**src/rtl/alu_arbiter.sv**
```systemverilog
// alu_arbiter
// Shares one combinational ALU between two requesters using round-robin
// arbitration with valid/ready handshakes. The granted request drives the
// ALU inputs in the same cycle, and the ALU result and flags are captured
// into that requester's response register on the following clock edge.
//
// Ports:
//   CLK, nRST                     clock (rising edge), async active-low reset
//   reqN_valid/op/a/b             request from requester N (N = 0, 1)
//   reqN_ready                    request N accepted this cycle (grant)
//   rspN_valid/data/flags         response register N, flags = {neg, ovf, zero}
//   rspN_ready                    requester N consumes its response
//   alu_op/alu_a/alu_b            ALU inputs (zero when nothing is granted)
//   alu_out/alu_neg/ovf/zero      ALU result and flags
//   ops_issued                    count of accepted operations (wraps)
module alu_arbiter #(
   parameter int unsigned CNT_W = 16
) (
   input  logic             CLK,
   input  logic             nRST,

   input  logic             req0_valid,
   input  logic [3:0]       req0_op,
   input  logic [31:0]      req0_a,
   input  logic [31:0]      req0_b,
   output logic             req0_ready,
   output logic             rsp0_valid,
   output logic [31:0]      rsp0_data,
   output logic [2:0]       rsp0_flags,
   input  logic             rsp0_ready,

   input  logic             req1_valid,
   input  logic [3:0]       req1_op,
   input  logic [31:0]      req1_a,
   input  logic [31:0]      req1_b,
   output logic             req1_ready,
   output logic             rsp1_valid,
   output logic [31:0]      rsp1_data,
   output logic [2:0]       rsp1_flags,
   input  logic             rsp1_ready,

   output logic [3:0]       alu_op,
   output logic [31:0]      alu_a,
   output logic [31:0]      alu_b,
   input  logic [31:0]      alu_out,
   input  logic             alu_neg,
   input  logic             alu_ovf,
   input  logic             alu_zero,

   output logic [CNT_W-1:0] ops_issued
);

   logic             rsp0_valid_q, rsp0_valid_d;
   logic [31:0]      rsp0_data_q,  rsp0_data_d;
   logic [2:0]       rsp0_flags_q, rsp0_flags_d;
   logic             rsp1_valid_q, rsp1_valid_d;
   logic [31:0]      rsp1_data_q,  rsp1_data_d;
   logic [2:0]       rsp1_flags_q, rsp1_flags_d;
   logic             last_grant_q, last_grant_d;
   logic [CNT_W-1:0] ops_issued_q, ops_issued_d;

   logic             free0, free1;
   logic             elig0, elig1;
   logic             grant0, grant1;
   logic [2:0]       alu_flags;

   assign alu_flags = {alu_neg, alu_ovf, alu_zero};

   // A slot is free when empty, or when its current response is being
   // consumed this cycle so it can be refilled without a bubble.
   assign free0 = !rsp0_valid_q || rsp0_ready;
   assign free1 = !rsp1_valid_q || rsp1_ready;
   assign elig0 = req0_valid && free0;
   assign elig1 = req1_valid && free1;

   // On contention the requester that did not win last time is granted.
   always_comb begin
      grant0 = 1'b0;
      grant1 = 1'b0;
      if (elig0 && elig1) begin
         grant0 = last_grant_q;
         grant1 = !last_grant_q;
      end else begin
         grant0 = elig0;
         grant1 = elig1;
      end
   end

   assign req0_ready = grant0;
   assign req1_ready = grant1;

   always_comb begin
      alu_op = '0;
      alu_a  = '0;
      alu_b  = '0;
      if (grant0) begin
         alu_op = req0_op;
         alu_a  = req0_a;
         alu_b  = req0_b;
      end else if (grant1) begin
         alu_op = req1_op;
         alu_a  = req1_a;
         alu_b  = req1_b;
      end
   end

   always_comb begin
      rsp0_valid_d = rsp0_valid_q;
      rsp0_data_d  = rsp0_data_q;
      rsp0_flags_d = rsp0_flags_q;
      if (grant0) begin
         rsp0_valid_d = 1'b1;
         rsp0_data_d  = alu_out;
         rsp0_flags_d = alu_flags;
      end else if (rsp0_ready) begin
         rsp0_valid_d = 1'b0;
      end
   end

   always_comb begin
      rsp1_valid_d = rsp1_valid_q;
      rsp1_data_d  = rsp1_data_q;
      rsp1_flags_d = rsp1_flags_q;
      if (grant1) begin
         rsp1_valid_d = 1'b1;
         rsp1_data_d  = alu_out;
         rsp1_flags_d = alu_flags;
      end else if (rsp1_ready) begin
         rsp1_valid_d = 1'b0;
      end
   end

   always_comb begin
      last_grant_d = last_grant_q;
      ops_issued_d = ops_issued_q;
      if (grant0 || grant1) begin
         last_grant_d = grant1;
         ops_issued_d = ops_issued_q + CNT_W'(1);
      end
   end

   always_ff @(posedge CLK or negedge nRST) begin
      if (!nRST) begin
         rsp0_valid_q <= 1'b0;
         rsp0_data_q  <= '0;
         rsp0_flags_q <= '0;
         rsp1_valid_q <= 1'b0;
         rsp1_data_q  <= '0;
         rsp1_flags_q <= '0;
         last_grant_q <= 1'b1;
         ops_issued_q <= '0;
      end else begin
         rsp0_valid_q <= rsp0_valid_d;
         rsp0_data_q  <= rsp0_data_d;
         rsp0_flags_q <= rsp0_flags_d;
         rsp1_valid_q <= rsp1_valid_d;
         rsp1_data_q  <= rsp1_data_d;
         rsp1_flags_q <= rsp1_flags_d;
         last_grant_q <= last_grant_d;
         ops_issued_q <= ops_issued_d;
      end
   end

   assign rsp0_valid = rsp0_valid_q;
   assign rsp0_data  = rsp0_data_q;
   assign rsp0_flags = rsp0_flags_q;
   assign rsp1_valid = rsp1_valid_q;
   assign rsp1_data  = rsp1_data_q;
   assign rsp1_flags = rsp1_flags_q;
   assign ops_issued = ops_issued_q;

endmodule
```
**config.mk**
```make
export PLATFORM = sky130hd
export DESIGN_NAME = alu_arbiter
export DESIGN_NICKNAME = d
export VERILOG_FILES = /design/src/rtl/alu_arbiter.sv
export SDC_FILE = /design/constraint.sdc
export NUM_CORES = 1
export LEC_CHECK = 0
export CORE_AREA = 4 4 127 129
export CTS_CLUSTER_DIAMETER = 80
export DETAILED_ROUTE_END_ITERATION = 6
export DIE_AREA = 0 0 131 133
export PLACE_DENSITY = 0.7
export SLEW_MARGIN = 20
export SYNTH_ARGS = -nofsm -noshare
export SYNTH_HDL_FRONTEND = slang
export SYNTH_SLANG_ARGS = --single-unit
```
**constraint.sdc**
```tcl
create_clock -name CLK -period 5.6 [get_ports CLK]
set_input_delay 1.68 -clock CLK [delete_from_list [all_inputs] [get_ports CLK]]
set_output_delay 1.68 -clock CLK [all_outputs]
set_load 0.1 [all_outputs]
```
final_congestion.png
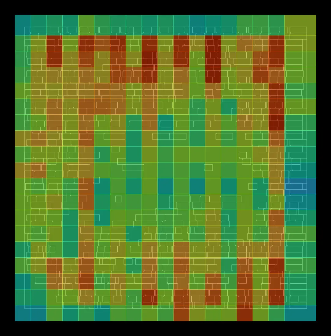
M1 GR Usage: 24.79%
Util after Layout: 57.71%
GR Util met2: 35.50%

pins.png
Drawn at 2 px/um. Pins as bars across the die edge, other pins in gray.
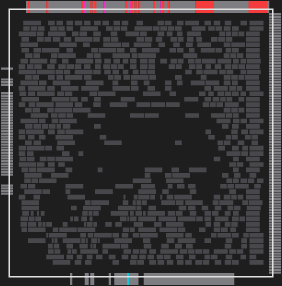
`req1_op` -> magenta  # pins 4, direction input, edge top
`rsp1_ready` -> cyan  # pins 1, direction input, edge bottom
`req1_b` -> red  # pins 32, direction input, edge top

port_nets.png
Drawn at 3 px/um.
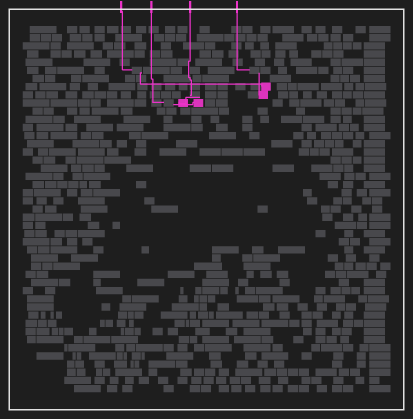
`req1_op` -> magenta  # bits 4, direction input, edge top, end cells 4, buffers 4, wire 182 um

metal_stack.png
Drawn at 3 px/um.
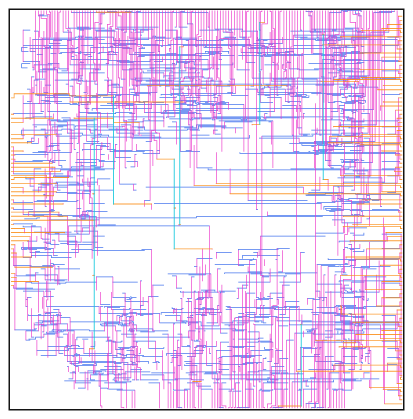
met1 -> blue  # wire length 7240 um
met3 -> orange  # wire length 1510 um
met4 -> cyan  # wire length 311 um
met2 -> magenta  # wire length 10100 um

==> reports/qor.yml <==
synth_flops: 89
most_common_cell: "dfrtp_1"
max_cap_viol_count: 0
path_class: "primary input to output port"
grt_pass1_wl_um: 26920
htree_levels: 3
fill_cells: 1243
syn_area_sq_um: 4161
wl_met3_um: 1513
sh_seq_area_pct: 25.69
synth_cell_type_count: 33
topCombFamilyByArea: "multiplexers"
grtUsageMet3_pct: 5.813
ys_top_cells_by_area: "dfrtp_1 53%, mux2_2 19%, a22o_1 14%, xor2_1 2.3%, buf_4 1.4%"
worstPathArrival_ns: 3.46
initCoreUtil_pct: 27.68
ios: 335
r2r_end: "rsp1_data[6]"
mux_share_pct: 19.45
pg_clk_mw: 0.569
hold_depth: 1
cts.sinks: 89
syn_avg_cell_area_sq_um: 13.69
die-area_sq_um: 17420
drt-met1-wl_um: 7241
power.density_nw_per_um2: 490.7
num-nets-final: 814
area_dominant_class: "non-clock buffers"
edf_count: 0
via_per_inst: 4.796
max_slew_margin_pct: 30.68
fin_crit_sh_pct: 91.70
wl_um: 19130
top_area_share_pct: 52.92
wire_per_inst_um: 22.97
netlist_top_cells_count: "88 x dfrtp_1, 69 x mux2_2, 68 x a22o_1"
min_to: "ops_issued[15]"
power_leader: "combinational logic"
antenna_cells: 4
rsz0062_at_grt: "false"
crit_path_start: "rsp0_ready"
dp_hpwl_um: 15890
reg2reg_depth: 7
first_iter_violations: 112
yosysWarningCount: 0
final_common_cell: "clkdlybuf4s50_1"
swShare_pct: 55.35
seqPwrFrac_pct: 21.4
final_area_sq_um: 8676
outcome: "complete, no violations"
[worst max-delay path: stages]
cell and delay, ns:
clkdlybuf4s50_1 0.40, nand2b_4 0.15, and2_1 0.20, a21o_1 0.21, clkinv_2 0.07, buf_12 0.25
a22o_1 0.26, buf_12 0.19
[through the flow]
stage	setup WS, ns	utilization, %
6_report	0.4647	57.71
3_5_place_dp	0.4765	55.79
4_1_cts	0.4754	57.64
2_1_floorplan	0.2784	-
5_1_grt	0.4051	57.71
3_3_place_gp	0.4799	55.74
[sequential cells by signal (all words and copies together), names as in the netlist]
register	flops
ops_issued	16
rsp0_data	32
rsp1_valid	1
rsp0_flags	3
rsp1_data	32
rsp0_valid	1
last_grant_q	1
rsp1_flags	3
